==> src/rtl/seven_seg_scan_ctrl.sv <==
// Time-multiplexed seven-segment scan controller: double-buffered display word, per-digit
// blanking guard, optional leading-zero suppression, shared external decoder on dec_*.
module seven_seg_scan_ctrl #(
    parameter int unsigned NUM_DIGITS  = 4,
    parameter int unsigned REFRESH_DIV = 50000,
    parameter int unsigned BLANK_CYC   = 16
) (
    input  logic                    clk_i,
    input  logic                    rst_i,
    input  logic                    enable_i,
    input  logic                    load_i,
    input  logic [4*NUM_DIGITS-1:0] value_i,
    input  logic                    lz_en_i,
    output logic [3:0]              dec_digit_o,
    input  logic [6:0]              dec_seg_i,
    output logic [6:0]              seg_n_o,
    output logic [NUM_DIGITS-1:0]   an_n_o,
    output logic                    frame_done_o
);
    localparam int unsigned DispW  = 4 * NUM_DIGITS;
    localparam int unsigned IdxW   = (NUM_DIGITS > 1) ? $clog2(NUM_DIGITS) : 1;
    localparam int unsigned CntMax = (REFRESH_DIV > BLANK_CYC) ? REFRESH_DIV : BLANK_CYC;
    localparam int unsigned CntW   = $clog2(CntMax + 1);

    localparam logic [CntW-1:0]       BlankLast = CntW'(BLANK_CYC - 1);
    localparam logic [CntW-1:0]       ShowLast  = CntW'(REFRESH_DIV - 1);
    localparam logic [IdxW-1:0]       IdxLast   = IdxW'(NUM_DIGITS - 1);
    localparam logic [NUM_DIGITS-1:0] AnOff     = '1;
    localparam logic [NUM_DIGITS-1:0] AnOne     = NUM_DIGITS'(1);
    localparam logic [6:0]            SegOff    = 7'h7F;

    localparam logic [0:0] StBlank = 1'b0;
    localparam logic [0:0] StShow  = 1'b1;

    logic [DispW-1:0]      disp_q, disp_d;
    logic [DispW-1:0]      pend_q, pend_d;
    logic                  pend_vld_q, pend_vld_d;
    logic [0:0]            state_q, state_d;
    logic [CntW-1:0]       cnt_q, cnt_d;
    logic [IdxW-1:0]       idx_q, idx_d;
    logic [6:0]            seg_n_q, seg_n_d;
    logic [NUM_DIGITS-1:0] an_n_q, an_n_d;
    logic                  frame_done_q, frame_done_d;
    logic                  frame_end;
    logic                  xfer;
    logic                  suppress;

    assign dec_digit_o = disp_q[4*idx_q +: 4];

    // Digit is a leading zero when it and every more-significant nibble are zero.
    assign suppress  = lz_en_i && (idx_q != '0) && ((disp_q >> (4 * idx_q)) == '0);
    assign frame_end = (state_q == StShow) && (cnt_q == ShowLast) && (idx_q == IdxLast);
    assign xfer      = !enable_i || frame_end;

    always_comb begin
        state_d = state_q;
        cnt_d   = cnt_q + 1'b1;
        idx_d   = idx_q;
        if (!enable_i) begin
            state_d = StBlank;
            cnt_d   = '0;
            idx_d   = '0;
        end else if (state_q == StBlank) begin
            if (cnt_q == BlankLast) begin
                state_d = StShow;
                cnt_d   = '0;
            end
        end else if (cnt_q == ShowLast) begin
            state_d = StBlank;
            cnt_d   = '0;
            idx_d   = (idx_q == IdxLast) ? '0 : idx_q + 1'b1;
        end
    end

    // A load coinciding with a transfer lands in pend after the old pend moves to disp.
    always_comb begin
        disp_d     = disp_q;
        pend_d     = pend_q;
        pend_vld_d = pend_vld_q;
        if (xfer && pend_vld_q) begin
            disp_d     = pend_q;
            pend_vld_d = 1'b0;
        end
        if (load_i) begin
            pend_d     = value_i;
            pend_vld_d = 1'b1;
        end
    end

    always_comb begin
        seg_n_d      = SegOff;
        an_n_d       = AnOff;
        frame_done_d = 1'b0;
        if (enable_i && (state_q == StShow)) begin
            if (!suppress) begin
                seg_n_d = dec_seg_i;
                an_n_d  = ~(AnOne << idx_q);
            end
            frame_done_d = frame_end;
        end
    end

    always_ff @(posedge clk_i or posedge rst_i) begin
        if (rst_i) begin
            disp_q       <= '0;
            pend_q       <= '0;
            pend_vld_q   <= 1'b0;
            state_q      <= StBlank;
            cnt_q        <= '0;
            idx_q        <= '0;
            seg_n_q      <= SegOff;
            an_n_q       <= AnOff;
            frame_done_q <= 1'b0;
        end else begin
            disp_q       <= disp_d;
            pend_q       <= pend_d;
            pend_vld_q   <= pend_vld_d;
            state_q      <= state_d;
            cnt_q        <= cnt_d;
            idx_q        <= idx_d;
            seg_n_q      <= seg_n_d;
            an_n_q       <= an_n_d;
            frame_done_q <= frame_done_d;
        end
    end

    assign seg_n_o      = seg_n_q;
    assign an_n_o       = an_n_q;
    assign frame_done_o = frame_done_q;

endmodule

==> config.mk <==
export PLATFORM = sky130hd
export DESIGN_NAME = seven_seg_scan_ctrl
export DESIGN_NICKNAME = d
export VERILOG_FILES = /design/src/rtl/seven_seg_scan_ctrl.sv
export SDC_FILE = /design/constraint.sdc
export NUM_CORES = 1
export LEC_CHECK = 0
export ABC_AREA = 1
export CAP_MARGIN = 20
export CORE_ASPECT_RATIO = 0.75
export CORE_MARGIN = 1.5
export CORE_UTILIZATION = 34
export CTS_BUF_LIST = sky130_fd_sc_hd__clkbuf_8
export DETAILED_ROUTE_END_ITERATION = 16
export PLACE_DENSITY_LB_ADDON = 0.12
export SYNTH_ARGS = -nofsm -noshare
export SYNTH_HDL_FRONTEND = slang
export SYNTH_SLANG_ARGS = --single-unit
==> constraint.sdc <==
create_clock -name clk_i -period 5 [get_ports clk_i]
set_clock_uncertainty 0.05 [all_clocks]
set_input_delay 1.25 -clock clk_i [delete_from_list [all_inputs] [get_ports clk_i]]
set_output_delay 1.25 -clock clk_i [all_outputs]
set_load 0.005 [all_outputs]
Where the registers sit:
Scale: 2 px per um.
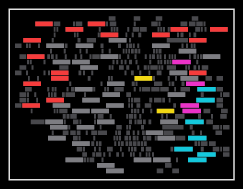
- an_n_o: magenta (sequential cells 4; where east)
- idx_q: yellow (sequential cells 2)
- pend_q: red (sequential cells 16)
- seg_n_o: cyan (sequential cells 7)
- not colored: 35

Logic cells by family:
Scale: 3 px per um.
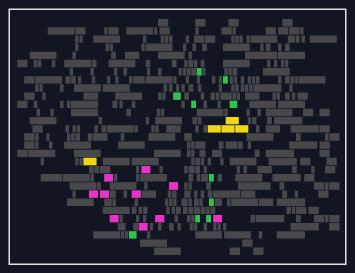
- inverting AOI/OAI gates: green (cells 10; most used a21oi_1)
- XOR/XNOR gates: magenta (cells 10; most used xor2_1; where south)
- adder and majority cells: yellow (cells 5; most used ha_1)

==> Yosys cell counts <==
cell	count
nand2_1	129
dfrtp_1	53
nand3_1	44
nor2_1	37
inv_1	27
dfstp_2	11
xor2_1	9
nor3_1	8
a21oi_1	5
buf_2	5
ha_1	5
clkbuf_1	4
nand3b_1	4
nand3_2	3
clkinv_1	2
nand2_4	2
nand4_1	2
nor2_2	2
o211ai_1	2
o21ai_0	2
and3_1	1
buf_4	1
buf_6	1
clkinv_2	1
nand2_2	1
nand3b_2	1
o21bai_1	1
xnor2_1	1
==> state kept, by name, summed over array words and instances, names as in the netlist <==
register and cells:
pend_vld_q 1, cnt_q 16, idx_q 2, disp_q 16
frame_done_o 1, pend_q 16, state_q 1, seg_n_o 7
an_n_o 4
==> per-layer routing <==
| metal | GRT usage (%) | vias up |
|---|---|---|
| li1 | - | 1243 |
| met1 | 22.34 | 1121 |
| met2 | 22.28 | 46 |
| met3 | 4.477 | 2 |
| met4 | 6.444 | 0 |
| met5 | 0 | - |
==> critical path, delay by kind of cell (launching register included) <==
| family | cells | cell delay (ns) |
|---|---|---|
| DFF | 1 | 0.59 |
| and+or+nand+nor | 2 | 0.24 |
| AOI/OAI and AO/OA | 1 | 0.08 |
| buffers and inverters | 2 | 0.79 |
==> cell families after synthesis <==
family	after synthesis
buffers and inverters	41
DFF	64
and+or+nand+nor	234
adders and majority gates	5
AOI/OAI and AO/OA	10
xor gates and xnor gates	10
==> power breakdown <==
part	switching [mW]	internal, mW	total (mW)
combinational	0.0612	0.0567	0.118
clock	0.195	0.288	0.484
sequential	0.0290	0.551	0.580
total	0.285	0.896	1.18
==> CHANGELOG.md <==
## Implementation

- Startpoint of the lowest-slack hold path: cnt_q[0]$_DFF_PP0_
- Repair and plain buffers: 46
- CP startpoint kind: register
- Share of synthesized cell area in full adder, half adder and majority cells: 2.078%
- Minimum setup slack in the final design: roughly 1.7 ns
- Area delta synth->final: 25.10%
- Type of destination of the critical path: primary output
- Total number of vias: 2412
- Routed wire per std cell: 13.07 um
- Final core utilization: between 40% and 50%
- Post-route total power: 1.182 mW
- Initial antenna violation count: 0
- Post-route non-filler standard cell count: 523
- Synth unique cells: 28
- Worst EP required: between 3 and 4 ns
- Post-CTS setup repair buffer count: 0
- Placed standard-cell area: 3532 sq um
- Logic share of the area: 32.46%
- Number of cells upsized or downsized after cts: 0
- Setup repair after global routing missed its margin: no
- Top logic family: simple AND/OR/NAND/NOR gates
- Die Height: 84.49 um
- Final nets: 443
- Core Footprint: between 8000 and 9000 sq um
- Path depth of the worst reg2reg path: 9
- Worst setup path start: idx_q[0]$_DFFE_PP0P_
- Fraction of area in registers: 42.89%
- Number of optimization iterations in the first detailed-route pass: 4
- Area fraction in and, or, nand and nor cells: 33.71%
- Drc violations: 0
- Maximum clock frequency: 0.2988 GHz
- Clock insertion delay at the later pin of the skew report: 0.34 ns
- Clk Tree Root Cell: clkbuf_8
- Hold depth: 1
- Post-CTS Hold Buffers: 0
- Peak fanout along the critical path: 14
- Final Hold Vio Count: 0
- Cell at the slowest stage of the critical path: dfrtp_1
- CTS tree: yes
- HPWL after detailed placement: between 4000 and 5000 um
- Clock sink count: 64
- Fillers: just under 900
- Final critical path time including I/O delays and setup: 3.346 ns
- Final tally of setup violations: 0
- Compound-Gate Fraction of Synth Area: under 10%
- Yosys Warn Count: 0
- Initial core utilization: 35.30%
- Max cap viols: 0
- I/O pin cnt: 44
- Amount of wire on met3 after detailed routing: 318 um
- Clock tree buffer count of the final layout: 10
- Run status: finished clean
- Worst slack at placement: 2.008 ns
- Routed wire length: 6838 um
- Number of cells in the yosys synthesis report: 364
- Dominant cell type by count on the critical path: nand2_1
- Start of the worst register-to-register path: idx_q[0]$_DFFE_PP0P_
- First-pass GRT wire length: about 12000 um
- Total CTS buffers: 9
- FP Rows: 29
- Sum of negative setup slack: 0 ns
- Mapped Area: 3010 sq um
- Number of flip-flops and latches in the synthesized netlist: 64
- Total global-route track usage: between 10% and 20%
- Pin count of the biggest net entering global routing: 47
- Number of buffers inserted by port buffering: 43
- Antenna-violating nets left: 0
- Count of warning messages emitted by the tools: 29
- Leak Pwr: 1.849 nW
- Routed met2 length: about 2900 um
- Total instance count after detailed placement: 506
- Final non-filler cell area: 3766 sq um
- Dominant kind of cell: sequential cells
- Portion of synthesized cell area occupied by the leading cell type: 44.06%
- Post-synthesis average cell area: 8.270 sq um
- Gp weighted congestion: 0.8055
- Fin. max-slew vios: 0
- Layout cell share with drive strength beyond 1: 9.157%
- Average via count per standard cell: 4.612
- Critical path class: register to primary output
- Count of multi-input combinational gates: around 260
- Synthesized chip area reported by yosys: 3010 sq um
- Register clock-pin slew on the reported worst setup and hold paths: 0.07 ns
- Post-Syn Instances: 364
- R2r setup slk: 2.97 ns
- H-tree lvl count: 3
- Layout buffering overhead excluding clock cells: 12.36%
Power is estimated from default activity; no workload was simulated.
